===== src/rtl/uart_rx.sv =====
// UART receiver: two-flop line synchroniser, mid-bit sampling FSM, LSB-first
// shift register, optional parity and 1-2 checked stop bits.
module uart_rx #(
  parameter int CLK_FREQ  = 50000000,
  parameter int BAUD_RATE = 115200,
  parameter int DATA_BITS = 8,
  parameter int STOP_BITS = 1,
  parameter int PARITY    = 0
) (
  input  logic                 clk,
  input  logic                 rst,
  input  logic                 i_rx,
  output logic [DATA_BITS-1:0] o_data,
  output logic                 o_data_valid,
  output logic                 o_frame_err,
  output logic                 o_parity_err,
  output logic                 o_busy
);

  localparam int SAMPLES_PER_BIT = (CLK_FREQ + BAUD_RATE / 2) / BAUD_RATE;
  localparam int HALF_BIT        = (SAMPLES_PER_BIT - 1) / 2;
  localparam int CNT_W           = $clog2(SAMPLES_PER_BIT);

  localparam logic [CNT_W-1:0] HALF_C      = CNT_W'(HALF_BIT);
  localparam logic [CNT_W-1:0] LAST_C      = CNT_W'(SAMPLES_PER_BIT - 1);
  localparam logic [3:0]       LAST_DATA_C = 4'(DATA_BITS - 1);
  localparam logic [3:0]       LAST_STOP_C = 4'(STOP_BITS - 1);
  localparam logic             PAR_ODD     = (PARITY == 1);

  typedef enum logic [4:0] {
    S_IDLE  = 5'b00001,
    S_START = 5'b00010,
    S_DATA  = 5'b00100,
    S_PAR   = 5'b01000,
    S_STOP  = 5'b10000
  } state_e;

  state_e               state_q;
  logic [1:0]           sync_q;
  logic                 rx_prev_q;
  logic [CNT_W-1:0]     cnt_q;
  logic [3:0]           bit_q;
  logic [DATA_BITS-1:0] shift_q;
  logic                 frame_acc_q;
  logic                 par_err_q;
  logic                 rx_s;

  assign rx_s   = sync_q[1];
  assign o_busy = (state_q != S_IDLE);

  // NOTE: every register here is a flop, so all updates use <= to take the
  // pre-edge value of every other register regardless of statement order.
  always_ff @(posedge clk) begin
    if (rst) begin
      state_q      <= S_IDLE;
      sync_q       <= 2'b11;
      rx_prev_q    <= 1'b1;
      cnt_q        <= '0;
      bit_q        <= '0;
      shift_q      <= '0;
      frame_acc_q  <= 1'b0;
      par_err_q    <= 1'b0;
      o_data       <= '0;
      o_data_valid <= 1'b0;
      o_frame_err  <= 1'b0;
      o_parity_err <= 1'b0;
    end else begin
      sync_q       <= {sync_q[0], i_rx};
      rx_prev_q    <= rx_s;
      o_data_valid <= 1'b0;
      case (state_q)
        S_IDLE: begin
          // Edge-triggered so a line stuck low cannot start repeated frames.
          if (rx_prev_q && !rx_s) begin
            cnt_q   <= '0;
            state_q <= S_START;
          end
        end
        S_START: begin
          if (cnt_q == HALF_C) begin
            cnt_q   <= '0;
            bit_q   <= '0;
            state_q <= rx_s ? S_IDLE : S_DATA;
          end else begin
            cnt_q <= cnt_q + 1'b1;
          end
        end
        S_DATA: begin
          if (cnt_q == LAST_C) begin
            cnt_q   <= '0;
            shift_q <= {rx_s, shift_q[DATA_BITS-1:1]};
            if (bit_q == LAST_DATA_C) begin
              bit_q       <= '0;
              frame_acc_q <= 1'b0;
              par_err_q   <= 1'b0;
              state_q     <= (PARITY != 0) ? S_PAR : S_STOP;
            end else begin
              bit_q <= bit_q + 1'b1;
            end
          end else begin
            cnt_q <= cnt_q + 1'b1;
          end
        end
        S_PAR: begin
          if (cnt_q == LAST_C) begin
            cnt_q     <= '0;
            par_err_q <= ((^shift_q) ^ rx_s) != PAR_ODD;
            state_q   <= S_STOP;
          end else begin
            cnt_q <= cnt_q + 1'b1;
          end
        end
        S_STOP: begin
          if (cnt_q == LAST_C) begin
            cnt_q <= '0;
            // Return to IDLE at mid stop bit so a back-to-back start edge is seen.
            if (bit_q == LAST_STOP_C) begin
              state_q      <= S_IDLE;
              o_data       <= shift_q;
              o_frame_err  <= frame_acc_q | ~rx_s;
              o_parity_err <= par_err_q;
              o_data_valid <= 1'b1;
            end else begin
              frame_acc_q <= frame_acc_q | ~rx_s;
              bit_q       <= bit_q + 1'b1;
            end
          end else begin
            cnt_q <= cnt_q + 1'b1;
          end
        end
        default: state_q <= S_IDLE;
      endcase
    end
  end

endmodule

===== config.mk =====
export PLATFORM = sky130hd
export DESIGN_NAME = uart_rx
export DESIGN_NICKNAME = d
export VERILOG_FILES = /design/src/rtl/uart_rx.sv
export SDC_FILE = /design/constraint.sdc
export NUM_CORES = 1
export LEC_CHECK = 0
export ABC_AREA = 1
export CAP_MARGIN = 5
export CORE_UTILIZATION = 30
export CTS_CLUSTER_DIAMETER = 200
export DETAILED_ROUTE_END_ITERATION = 8
export SLEW_MARGIN = 30
export SYNTH_ARGS = -nofsm -noshare
export SYNTH_HDL_FRONTEND = slang
export SYNTH_SLANG_ARGS = --single-unit

===== constraint.sdc =====
create_clock -name clk -period 2.92 [get_ports clk]
set_input_delay 0.292 -clock clk [delete_from_list [all_inputs] [get_ports clk]]
set_output_delay 0.292 -clock clk [all_outputs]
set_load 0.05 [all_outputs]

**Run 1: M3 wires**

Scale bar: 20 um.
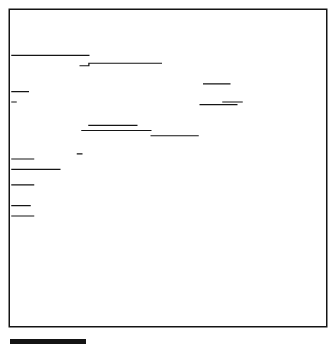
nets with wire on the layer: 12
longest straight run: 20.2 um
met3 usage in global routing: 3.78%
total length of routed wires: 3.91 mm
vias post-DR: 1690

**Run 1: sequential cells colored by netlist name**

Other sequential cells in the stronger gray, the rest of the logic in the fainter gray.
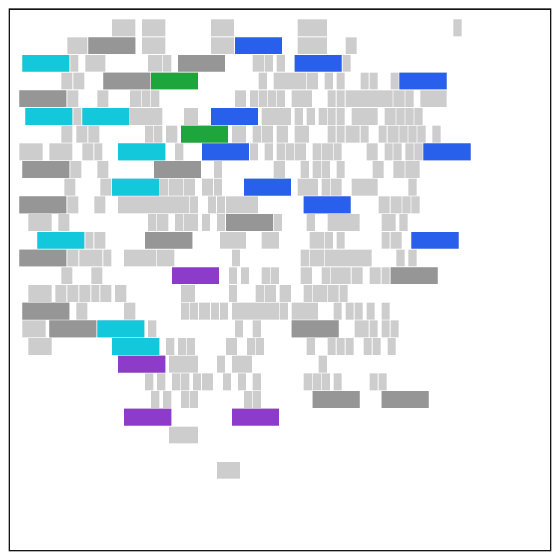
[sync_q] green | sequential cells: 2
[shift_q] cyan | sequential cells: 8
[cnt_q] blue | sequential cells: 9
[bit_q] purple | sequential cells: 4
not colored: 16
combined flip-flop and latch cell area: 781 sq um
power consumed by sequential cells: 620 uW

==> notes.md, run 1 <==
impl run done, here's what came out: root buffer selected by CTS=sky130_fd_sc_hd__clkbuf_8, number of H-tree levels=2, type of destination of the critical path=primary output, number of top-level pins=15, Peak Freq=approximately 480 MHz, half-perimeter wire length of the detailed placement result=2.82 mm, Combinational Power Share=a little over a third, part of the total power dissipated in sequential elements=between 30% and 40%, XOR/XNOR Fraction of Synth Area=less than 1%, switching share of total power=between 30% and 40%, vertical extent of the die=83.0 um, Core Area=~0.0063 sq mm, TritonCTS Buffers=5, number of buffers inserted by hold repair at cts=0, result of the run=complete, no violations, Syn-to-layout area delta=15.6%, multi-input logic portion of the cell area=44.5%, largest registers ranked by flip-flop count=cnt_q x9, o_data x8, shift_q x8, post-synthesis share of cell area spent on and-or and or-and gates=approximately 12%, Gates resized, CTS repair=0, number of antenna violations at the first check in global routing=0, per-instance average area after synthesis=~7.0 sq um, Synth flops=39, Synth mux share=0%, number of rows in the core area=29, clock-pin slew on the worst setup and hold paths=about 0.080 ns, power density over cell area=~750 mW/mm^2, total net switching power=between 600 and 700 uW, count of input and output buffers=13, Max clock buf depth=2, global-route wire length before repair=around 7.0 mm, warning total across the stage logs=29
**Run 1: routing congestion**

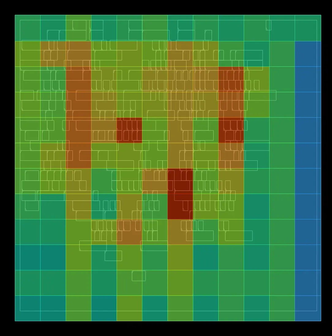
final core occ: 35.8%
met1 layer usage reported by global route: 15.6%
met2 capacity usage during global routing: 20.4%

-- run 1: per-stage QoR --
step	total power, mW	util, %	setup WS (ns)	instances	area [sq um]
final	1.71	35.8	0.831	373	2280
after floorplan	1.12	-	1.37	281	1970
after CTS	1.73	35.8	0.802	373	2280
after detailed placement	1.25	34.0	1.03	365	2160
after global placement	1.25	34.0	1.04	365	2160
after global routing	1.83	35.8	0.723	373	2280
-- run 1: cells in the mapped netlist (3+ instances only) --
library cell	instances	area, sq um
sky130_fd_sc_hd__nand2_1	68	255
sky130_fd_sc_hd__nor2_1	42	158
sky130_fd_sc_hd__dfxtp_1	39	781
sky130_fd_sc_hd__inv_1	32	120
sky130_fd_sc_hd__a21oi_1	19	95.1
sky130_fd_sc_hd__nand3_1	18	90.1
sky130_fd_sc_hd__o21ai_0	16	80.1
sky130_fd_sc_hd__ha_1	5	62.6
sky130_fd_sc_hd__nand2_2	5	31.3
sky130_fd_sc_hd__o21ai_1	5	25.0
sky130_fd_sc_hd__or2_2	3	18.8
-- run 1: routing by layer --
layer,vias up,wire length (um),GRT usage [%]
met5,-,0,0
met4,0,41,3.61
met3,5,148,3.78
met2,20,1780,20.4
met1,753,1940,15.6
li1,912,-,-
-- run 1: final timing paths --
path | from | cells past startpoint | end
setup / recovery | state_q[4]$_SDFFE_PP0P_ | 3 | o_busy
setup reg to reg | cnt_q[0]$_SDFFE_PP0P_ | 8 | o_frame_err$_SDFFE_PP0P_
hold reg to reg | sync_q[0]$_SDFF_PP1_ | 1 | sync_q[1]$_SDFF_PP1_
hold / removal | sync_q[0]$_SDFF_PP1_ | 1 | sync_q[1]$_SDFF_PP1_
--- run 2 (diff from run 1) ---
==> constraint.sdc (replaced) <==
create_clock -name clk -period 1.9 [get_ports clk]
set_input_delay 0.19 -clock clk [delete_from_list [all_inputs] [get_ports clk]]
set_output_delay 0.19 -clock clk [all_outputs]
set_load 0.05 [all_outputs]
**Run 2: sequential cells colored by netlist name**

Other sequential cells in the stronger gray, the rest of the logic in the fainter gray.
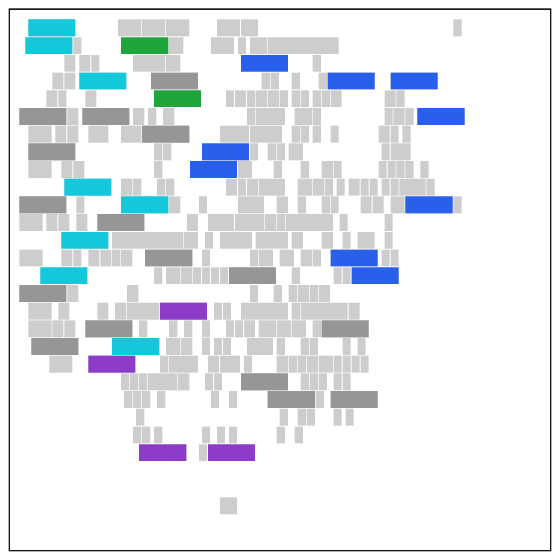
final core occ: 36.4%
Seq/total area: 33.8%
power consumed by sequential cells: 951 uW

**Run 2: met2 routing**

Cells faint in the background.
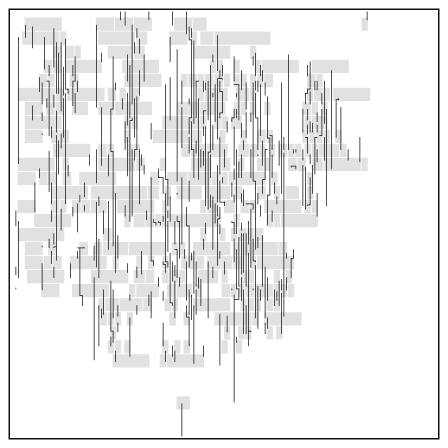
share of all routed wire: 49%
main direction: vertical
longest straight run: 31.6 um
total length of routed wires: 3.94 mm
met2 capacity usage during global routing: 21.0%
vias post-DR: 1710

==> notes.md, run 2 <==
impl run done, here's what came out: library cell with the highest instance count after synthesis=sky130_fd_sc_hd__nand2_1, number of cells on the worst reg-to-reg path=8 (unchanged), root buffer selected by CTS=sky130_fd_sc_hd__clkbuf_8, multi-input logic portion of the cell area=43.9% (-0.63 points), Largest type area fraction=39.7% (unchanged), combined flip-flop and latch cell area=781 sq um (unchanged), final non-filler cell area=0.00231 sq mm (+1.4%), capturing instance or port of the critical path=o_data[7]$_SDFFE_PP0P_, number of H-tree levels=2 (unchanged), global-route wire length before repair=7.13 mm (+1.5%), Overall Power=2.73 mW (+60%), worst reg2reg path endpoint=o_data[7]$_SDFFE_PP0P_, number of top-level pins=15 (unchanged), vertical extent of the die=83.0 um (unchanged), met1 layer usage reported by global route=15.4% (-0.22 points), clock-pin slew on the worst setup and hold paths=0.08 ns (about the same), number of buffers inserted by hold repair at cts=0 (unchanged), cell depth of the worst min-delay path=1 (unchanged), per-instance average area after synthesis=7.00 sq um (unchanged), start point of the worst hold path=sync_q[0]$_SDFF_PP1_, Gates resized, CTS repair=0 (unchanged), result of the run=complete, no violations, number of antenna violations at the first check in global routing=0 (unchanged), number of placed instances, taps included=367 (+0.55%), largest registers ranked by flip-flop count=cnt_q x9, o_data x8, shift_q x8, cell types occupying the most area after synthesis=sky130_fd_sc_hd__dfxtp_1 40%, sky130_fd_sc_hd__nand2_1 13%, sky130_fd_sc_hd__nor2_1 8.0%
[run 2: kinds of logic after synthesis]
| group | after synthesis | share of synthesized area [%] |
|---|---|---|
| AND/OR/NAND/NOR | 148 | 35.0 |
| buffers and inverters | 41 | 8.84 |
| AND-OR/OR-AND | 45 | 12.3 |
| flip-flops | 39 | 39.7 |
| adder cells (fa/ha/maj) | 5 | 3.18 |
| other | 1 | 0.191 |
| XOR/XNOR | 2 | 0.890 |
[run 2: worst max-delay path: stages, from the launching register on]
cell	delay, ns
sky130_fd_sc_hd__dfxtp_1	0.41
sky130_fd_sc_hd__ha_1	0.18
sky130_fd_sc_hd__nand2_1	0.05
sky130_fd_sc_hd__nor2_1	0.19
sky130_fd_sc_hd__nand2_4	0.12
sky130_fd_sc_hd__nor2_4	0.34
sky130_fd_sc_hd__inv_1	0.12
sky130_fd_sc_hd__nor2_1	0.11
sky130_fd_sc_hd__nor2_1	0.05
[run 2: worst min path at each step]
| stage | end | slack, ns |
|---|---|---|
| 4_1_cts | sync_q[1]$_SDFF_PP1_ | 0.42 |
| 6_report | sync_q[1]$_SDFF_PP1_ | 0.42 |
| 5_1_grt | sync_q[1]$_SDFF_PP1_ | 0.44 |
| 2_1_floorplan | sync_q[0]$_SDFF_PP1_ | 0.29 |
| 3_3_place_gp | sync_q[1]$_SDFF_PP1_ | 0.40 |
| 3_5_place_dp | sync_q[1]$_SDFF_PP1_ | 0.40 |
[run 2: power breakdown]
| part | internal [mW] | total (mW) | switching [mW] |
|---|---|---|---|
| Combinational | 0.325 | 0.947 | 0.622 |
| Clock | 0.524 | 0.827 | 0.303 |
| Sequential | 0.888 | 0.951 | 0.0628 |
| Total | 1.74 | 2.73 | 0.988 |
--- run 3 (diff from run 2) ---
--- a/config.mk
+++ b/config.mk
@@ -6,9 +6,12 @@
 export NUM_CORES = 1
 export LEC_CHECK = 0
 export ABC_AREA = 1
+export ABC_CLOCK_PERIOD_IN_PS = 1900
 export CAP_MARGIN = 5
+export CORE_MARGIN = 3
 export CORE_UTILIZATION = 30
 export CTS_CLUSTER_DIAMETER = 200
+export CTS_CLUSTER_SIZE = 16
 export DETAILED_ROUTE_END_ITERATION = 8
 export SLEW_MARGIN = 30
 export SYNTH_ARGS = -nofsm -noshare
**Run 3: sequential cells colored by netlist name**

Other sequential cells in the stronger gray, the rest of the logic in the fainter gray.
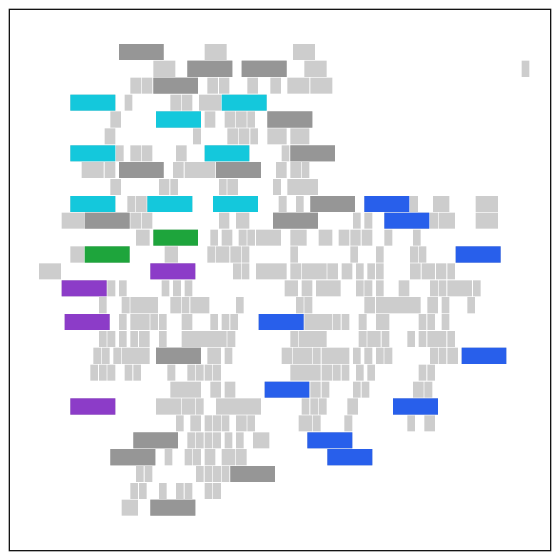
final core occ: 36.8%
Seq/total area: 34.6%
power consumed by sequential cells: 953 uW

**Run 3: routing congestion**

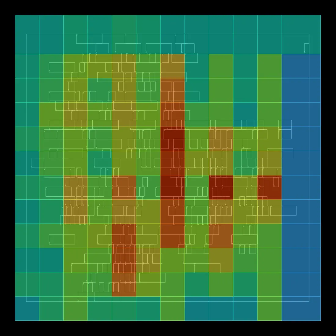
met1 layer usage reported by global route: 13.7%
Total GRT Usage: 11.8%
met3 usage in global routing: 3.12%
met2 capacity usage during global routing: 20.2%

==> notes.md, run 3 <==
impl run done, here's what came out: result of the run=complete, no violations, largest registers ranked by flip-flop count=cnt_q x9, o_data x8, shift_q x8, buffering stage count on the worst path with inverters included=1 (unchanged), number of cells on the worst reg-to-reg path=8 (unchanged), start point of the worst hold path=sync_q[0]$_SDFF_PP1_, clock-pin slew on the worst setup and hold paths=0.09 ns (about the same), worst reg2reg path endpoint=o_data[7]$_SDFFE_PP0P_, slowest library cell on the worst path=sky130_fd_sc_hd__clkdlybuf4s50_1, Gates resized, CTS repair=0 (unchanged), cell type group with the largest total delay on the critical path=buffers and inverters, cell types occupying the most area after synthesis=sky130_fd_sc_hd__dfxtp_1 40%, sky130_fd_sc_hd__nand2_1 13%, sky130_fd_sc_hd__nor2_1 8.0%, library cell with the highest instance count after synthesis=sky130_fd_sc_hd__nand2_1, total length of routed wires=4.04 mm (+2.5%), CP cell instances=clkdlybuf4s50_1, Hold Path Sink=sync_q[1]$_SDFF_PP1_, number of buffers inserted by hold repair at cts=0 (unchanged), global-route wire length before repair=7.16 mm (+0.29%), root buffer selected by CTS=sky130_fd_sc_hd__clkbuf_8, capturing instance or port of the critical path=o_frame_err, number of top-level pins=15 (unchanged)
==> run 3: cell families (layout without fill, tap and decap cells) <==
kind of cell | Yosys count | count (layout) | share of synthesized area (%)
simple gates | 148 | 148 | 35.0
fa+ha+maj | 5 | 5 | 3.18
buf+inv | 41 | 57 | 8.84
flops | 39 | 39 | 39.7
xor+xnor | 2 | 2 | 0.890
other cells | 1 | 1 | 0.191
compound gates | 45 | 45 | 12.3
==> run 3: where the power goes <==
group | internal, mW | switching, mW
combinational | 0.312 | 0.615
clock | 0.263 | 0.331
sequential | 0.888 | 0.0645
total | 1.46 | 1.01
==> run 3: worst reg2reg max path: stages (launching register included) <==
cell	delay [ns]
sky130_fd_sc_hd__dfxtp_1	0.40
sky130_fd_sc_hd__ha_1	0.16
sky130_fd_sc_hd__nand2_1	0.05
sky130_fd_sc_hd__nor2_1	0.17
sky130_fd_sc_hd__nand2_4	0.12
sky130_fd_sc_hd__nor2_4	0.34
sky130_fd_sc_hd__inv_1	0.13
sky130_fd_sc_hd__nor2_1	0.13
sky130_fd_sc_hd__nor2_1	0.06
==> run 3: metrics by stage <==
stage | util (%) | hold slack [ns] | area [sq um] | setup slack [ns] | total power [mW]
global placement | 35.3 | 0.397 | 2160 | 0.311 | 1.90
detailed placement | 35.3 | 0.398 | 2160 | 0.265 | 1.91
CTS | 36.8 | 0.419 | 2260 | 0.202 | 2.50
global route | 36.8 | 0.445 | 2260 | 0.0671 | 2.66
finish | 36.8 | 0.416 | 2260 | 0.240 | 2.47
floorplan | - | 0.294 | 1970 | 0.350 | 1.72
==> run 3: layout make-up <==
class                           instances  area, sq um
Multi-Input combinational cell        201         1010
Clock inverter                          3         25.0
Clock buffer                            5         68.8
Fill cell                             642         3870
Timing Repair Buffer                   16          150
Tap cell                               75         93.8
Sequential cell                        39          781
Inverter                               33          124
No activity file was given, so power comes from the tool's default toggle rates.
